<file path="src/rtl/seq_detect_prog.sv">
// Runtime-programmable serial pattern detector: 1..MAX_LEN-bit pattern, overlap select,
// Mealy match pulse, registered copy and saturating match counter.
module seq_detect_prog #(
  parameter int MAX_LEN = 8,
  parameter int LEN_W   = 4,
  parameter int CNT_W   = 8
) (
  input  logic               clk,
  input  logic               reset,
  input  logic               din,
  input  logic               din_valid,
  input  logic               cfg_we,
  input  logic [MAX_LEN-1:0] cfg_pattern,
  input  logic [LEN_W-1:0]   cfg_len,
  input  logic               cfg_overlap,
  output logic               y,
  output logic               y_q,
  output logic [CNT_W-1:0]   match_count,
  output logic               count_sat,
  output logic               cfg_err
);

  localparam logic [CNT_W-1:0] CNT_MAX = {CNT_W{1'b1}};
  localparam logic [LEN_W-1:0] LEN_MAX = LEN_W'(MAX_LEN);

  logic [MAX_LEN-1:0] pattern, hist, w, mask;
  logic [LEN_W-1:0]   len, fill;
  logic               overlap, match, cfg_ok;

  assign w = {hist[MAX_LEN-2:0], din};

  // Only the low len bits of window and pattern take part in the compare.
  always_comb begin
    mask = '0;
    for (int i = 0; i < MAX_LEN; i++)
      mask[i] = (LEN_W'(i) < len);
  end

  assign cfg_ok = (cfg_len != '0) && (cfg_len <= LEN_MAX);
  assign match  = din_valid & ~cfg_we & (fill >= len - LEN_W'(1)) &
                  (((w ^ pattern) & mask) == '0);
  assign y      = match & ~reset;

  always_ff @(posedge clk) begin
    if (reset) begin
      pattern     <= MAX_LEN'(4'b1101);
      len         <= LEN_W'(4);
      overlap     <= 1'b1;
      hist        <= '0;
      fill        <= '0;
      y_q         <= 1'b0;
      match_count <= '0;
      count_sat   <= 1'b0;
      cfg_err     <= 1'b0;
    end else begin
      y_q     <= y;
      cfg_err <= 1'b0;
      if (cfg_we) begin
        // An illegal length leaves everything untouched and only flags the error.
        if (cfg_ok) begin
          pattern     <= cfg_pattern;
          len         <= cfg_len;
          overlap     <= cfg_overlap;
          hist        <= '0;
          fill        <= '0;
          match_count <= '0;
          count_sat   <= 1'b0;
        end else begin
          cfg_err <= 1'b1;
        end
      end else if (din_valid) begin
        if (match && !overlap) begin
          hist <= '0;
          fill <= '0;
        end else begin
          hist <= w;
          if (fill != LEN_MAX) fill <= fill + LEN_W'(1);
        end
        if (match && match_count != CNT_MAX) begin
          match_count <= match_count + CNT_W'(1);
          if (match_count + CNT_W'(1) == CNT_MAX) count_sat <= 1'b1;
        end
      end
    end
  end

endmodule
</file>
<file path="config.mk">
export PLATFORM = sky130hd
export DESIGN_NAME = seq_detect_prog
export DESIGN_NICKNAME = d
export VERILOG_FILES = /design/src/rtl/seq_detect_prog.sv
export SDC_FILE = /design/constraint.sdc
export NUM_CORES = 1
export LEC_CHECK = 0
export CAP_MARGIN = 40
export CELL_PAD_IN_SITES_DETAIL_PLACEMENT = 1
export CELL_PAD_IN_SITES_GLOBAL_PLACEMENT = 1
export CORE_AREA = 4 4 77 79
export CTS_BUF_LIST = sky130_fd_sc_hd__clkbuf_4
export DETAILED_ROUTE_END_ITERATION = 12
export DIE_AREA = 0 0 81 83
export PLACE_DENSITY_LB_ADDON = 0.25
export SLEW_MARGIN = 0
export SYNTH_ARGS = -nofsm -noshare
export SYNTH_HDL_FRONTEND = slang
export SYNTH_SLANG_ARGS = --single-unit
</file>
<file path="constraint.sdc">
create_clock -name clk -period 2.4 [get_ports clk]
set_input_delay 0.48 -clock clk [delete_from_list [all_inputs] [get_ports clk]]
set_output_delay 0.48 -clock clk [all_outputs]
set_load 0.005 [all_outputs]
</file>
pins.png
Pins as bars across the die edge, other pins in gray.
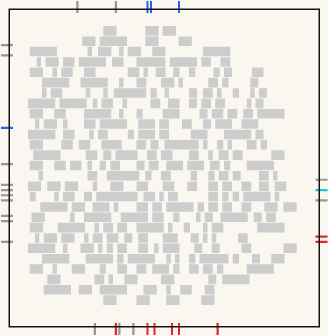
[cfg_len] blue | pins: 4 | direction: input | edge: 3 top, 1 left
[cfg_we] cyan | pins: 1 | direction: input | edge: right
[match_count] red | pins: 8 | direction: output | edge: 6 bottom, 2 right
all pins by edge: 11 left, 9 bottom, 5 right, 5 top
width of the die: 81 um
Die Span Y: 83 um
port buffer count: 29

registers.png
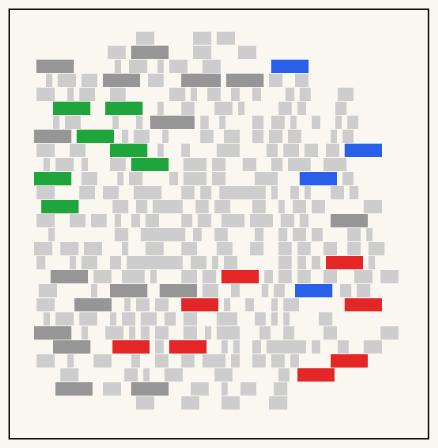
[match_count] red | placed flops: 8
[fill] blue | placed flops: 4
[hist] green | placed flops: 7
not colored: 16
sequential cell power: 0.610 mW
Seq/total area: 27.0%
Core Util, Final: 49.0%
Seq. cell area: 706 um2

final_clocks.png
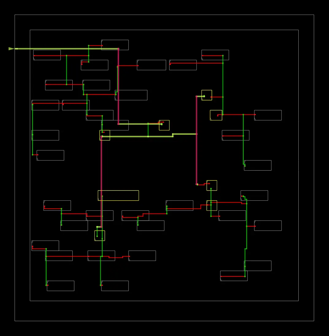
Inserted Clock Buffers: 5
P_clk: 0.453 mW

==> flow_metrics.env <==
# flow metrics
export IMPL_status="complete, but fails checks"
export IMPL_violations="setup timing"
export IMPL_ys_warnings_count=0
export IMPL_fin_total_pwr_mw=1.26
export IMPL_top_power_group="registers"
export IMPL_slowest_delay_ns=0.39
export IMPL_synthMuxAreaShare_pct=6.19
export IMPL_buffer_area_share_pct=19.2
export IMPL_worstPathMaxFanout=4
export IMPL_pre_cts_ws_ns=-0.445
export IMPL_core_area_um2=5340
export IMPL_grt_pass1_vias=1947
export IMPL_syn_area_um2=1940
export IMPL_most_common_cell="dfxtp_1"
export IMPL_grt_max_degree=32
export IMPL_inverters=9
export IMPL_max_clock_freq_mhz=396
export IMPL_grt_pass1_wl_um=9160
export IMPL_r2r_end="match_count[3]"
export IMPL_slew_viol_final=0
export IMPL_combinationalPower_mw=0.196
export IMPL_largestRegisters="match_count: 8 flops, pattern: 8 flops, hist: 7 flops"
export IMPL_antenna_found_initial=0
export IMPL_globalRoute_busiestLayer="met2"
export IMPL_place_gp_congestion=0.774
export IMPL_cts_tree="built"
export IMPL_pin_count=30
export IMPL_worstSetupEndpoint="y"
export IMPL_top_cell_area_share_pct=36.1
export IMPL_placedCellCount=335
export IMPL_n_all_buffers=57
export IMPL_arrival_ns=2.04
export IMPL_crit_path_top_delay_cell="dfxtp_2"
export IMPL_use_met2_pct=28.4
export IMPL_worst_slew_pin_slew_ns=0.400
export IMPL_rsz0062_at_grt="true"
export IMPL_ys_flop_type="dfxtp_1"
export IMPL_highest_layer="met4"
export IMPL_m1WireLength_um=2490
export IMPL_period_needed_ns=2.52
export IMPL_fa_ha_area_share_pct=7.09
export IMPL_lay_top_cells="dfxtp_1, clkdlybuf4s50_1, buf_4"
export IMPL_r2r_start="len[0]"
export IMPL_root_buffer="clkbuf_4"
export IMPL_synth_flop_count=35
export IMPL_clock_latency_ns=0.36
export IMPL_yosys_top_cells_area="dfxtp_1, ha_1, mux2i_1"
export IMPL_crit_path_end_kind="output port"
export IMPL_slew_headroom_pct=73.1
export IMPL_syn_nets=253
export IMPL_worstHoldPathType="flop to flop"
export IMPL_yosysUniqueCellTypes=46
export IMPL_n_clock_buffer=5
export IMPL_powerDensity_nw_per_um2=482
export IMPL_path_cells="inv_2, ha_4, xnor2_1, ha_1, o21a_1, nor2_1, a21oi_2, nand4_2, nor2_2, buf_2"
export IMPL_layout_nets=304
export IMPL_ys_sh_aoi_pct=16.9
export IMPL_use_met3_pct=3.36
export IMPL_hpwl_um=3970
export IMPL_yosysTopAreaCell="dfxtp_1"
export IMPL_whs_ns=0.513
export IMPL_simple_gate_area_share_pct=23.4
export IMPL_critPathKind="flop to output port"
export IMPL_tap_cells=72
export IMPL_synth_avg_cell_area_um2=8.67
export IMPL_clkPwrFrac_pct=36.0
export IMPL_path_buffers=2
export IMPL_area_growth_pct=34.6
export IMPL_cp_depth=10
export IMPL_comb_cells=167
export IMPL_edf_count=0
export IMPL_wl_met3_um=186
export IMPL_ant_nets=0
export IMPL_grtUsageMet1_pct=21.9
export IMPL_postLayoutCellArea_um2=2610
export IMPL_logic_area_um2=1190
export IMPL_startpoint="len[0]"
export IMPL_min_to="overlap"
export IMPL_start_kind="flop"
export IMPL_ys_area_um2=1940
export IMPL_finalHoldViolCount=0
export IMPL_cts_sinks=35
export IMPL_antenna_cells=0
export IMPL_topCombFamilyByArea="simple AND/OR/NAND/NOR gates"
export IMPL_swShare_pct=27.2
export IMPL_hold_buffers=0
export IMPL_fill_cells=661
export IMPL_rr_worst_depth=12
export IMPL_openroad_warnings=32
export IMPL_reg2reg_slack_ns=-0.10
export IMPL_synth_cells=224
export IMPL_async_flop_share_pct=0
export IMPL_post_cts_buffers=3
export IMPL_min_from="overlap"
export IMPL_cts_max_level=2
export IMPL_comb_area_share_pct=45.7
export IMPL_min_path_cells=2
export IMPL_skew_ns=0.0126
export IMPL_drcViolationCount=0
export IMPL_setup_viol=8
export IMPL_overflow=0
export IMPL_critical_path_required_ns=1.92
export IMPL_place_area_um2=2430
export IMPL_largest_cell_class="logic gates"
export IMPL_period_used_pct=105
export IMPL_viasPerCell=5.33
export IMPL_cts_buffer_depth=2
export IMPL_crit_family="adder cells"
export IMPL_drtIter0Drc=66
export IMPL_final_setup_worst_slack_ns=-0.125
export IMPL_fp_util_pct=36.4
export IMPL_ys_cells=224
export IMPL_ys_top_cells_by_count="dfxtp_1, nor2_1, nand2_1"
export IMPL_chip_area_um2=6720
export IMPL_clk_pin_slew_ns=0.13
export IMPL_flops=35
export IMPL_max_cap_violations=0
export IMPL_leakage_nw=1.03
export IMPL_rows=27
export IMPL_ys_seq_share_pct=36.1
export IMPL_power_frac_seq_pct=48.4
export IMPL_intPower_mw=0.917
export IMPL_pwr_share_comb_pct=15.6
export IMPL_dr_wl_met2_um=2840
export IMPL_switchingPower_mw=0.342
export IMPL_xor_area_share_pct=5.41
export IMPL_clkCellAreaFrac_pct=3.21
export IMPL_drive_gt1_share_pct=20.3
export IMPL_drt_first_pass_iters=4
export IMPL_peakVddDrop_v=0.000272
export IMPL_cts_resized=12
export IMPL_setup_tns_ns=-0.577
metal_stack.png
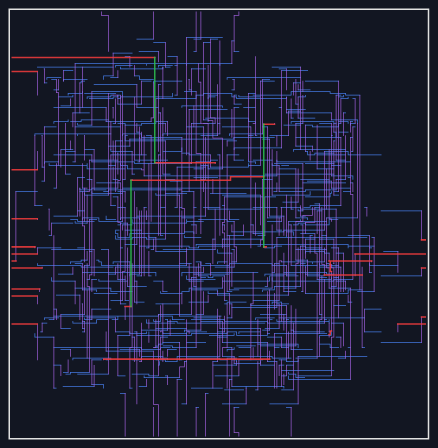
[met4] green | wire length: 68.7 um
[met3] red | wire length: 187 um
[met2] purple | wire length: 2840 um
[met1] blue | wire length: 2490 um
routed wire length: 5580 um
WL/cell: 16.0 um
vias: 1855
Tot GR Track Use: 17.1%

gate_families.png
Bar = 20 um.
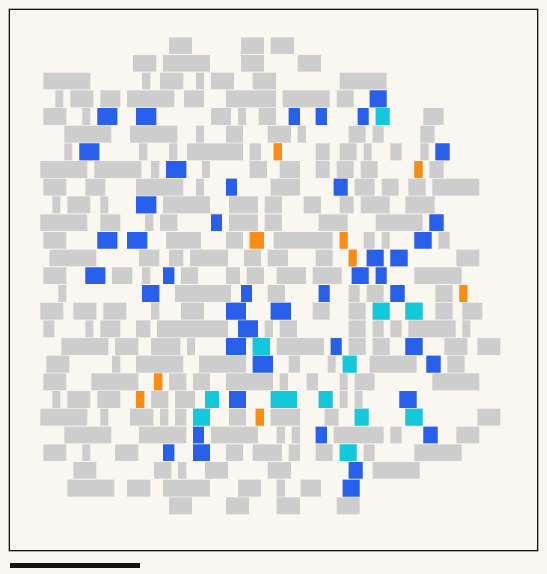
[inverters] orange | cells: 9
[inverting AOI/OAI gates] blue | cells: 44
[AND and OR gates] cyan | cells: 12
Commonest Layout Cell: dfxtp_1
Layout Cells excl Fill: 348

No activity file was given, so power comes from the tool's default toggle rates.
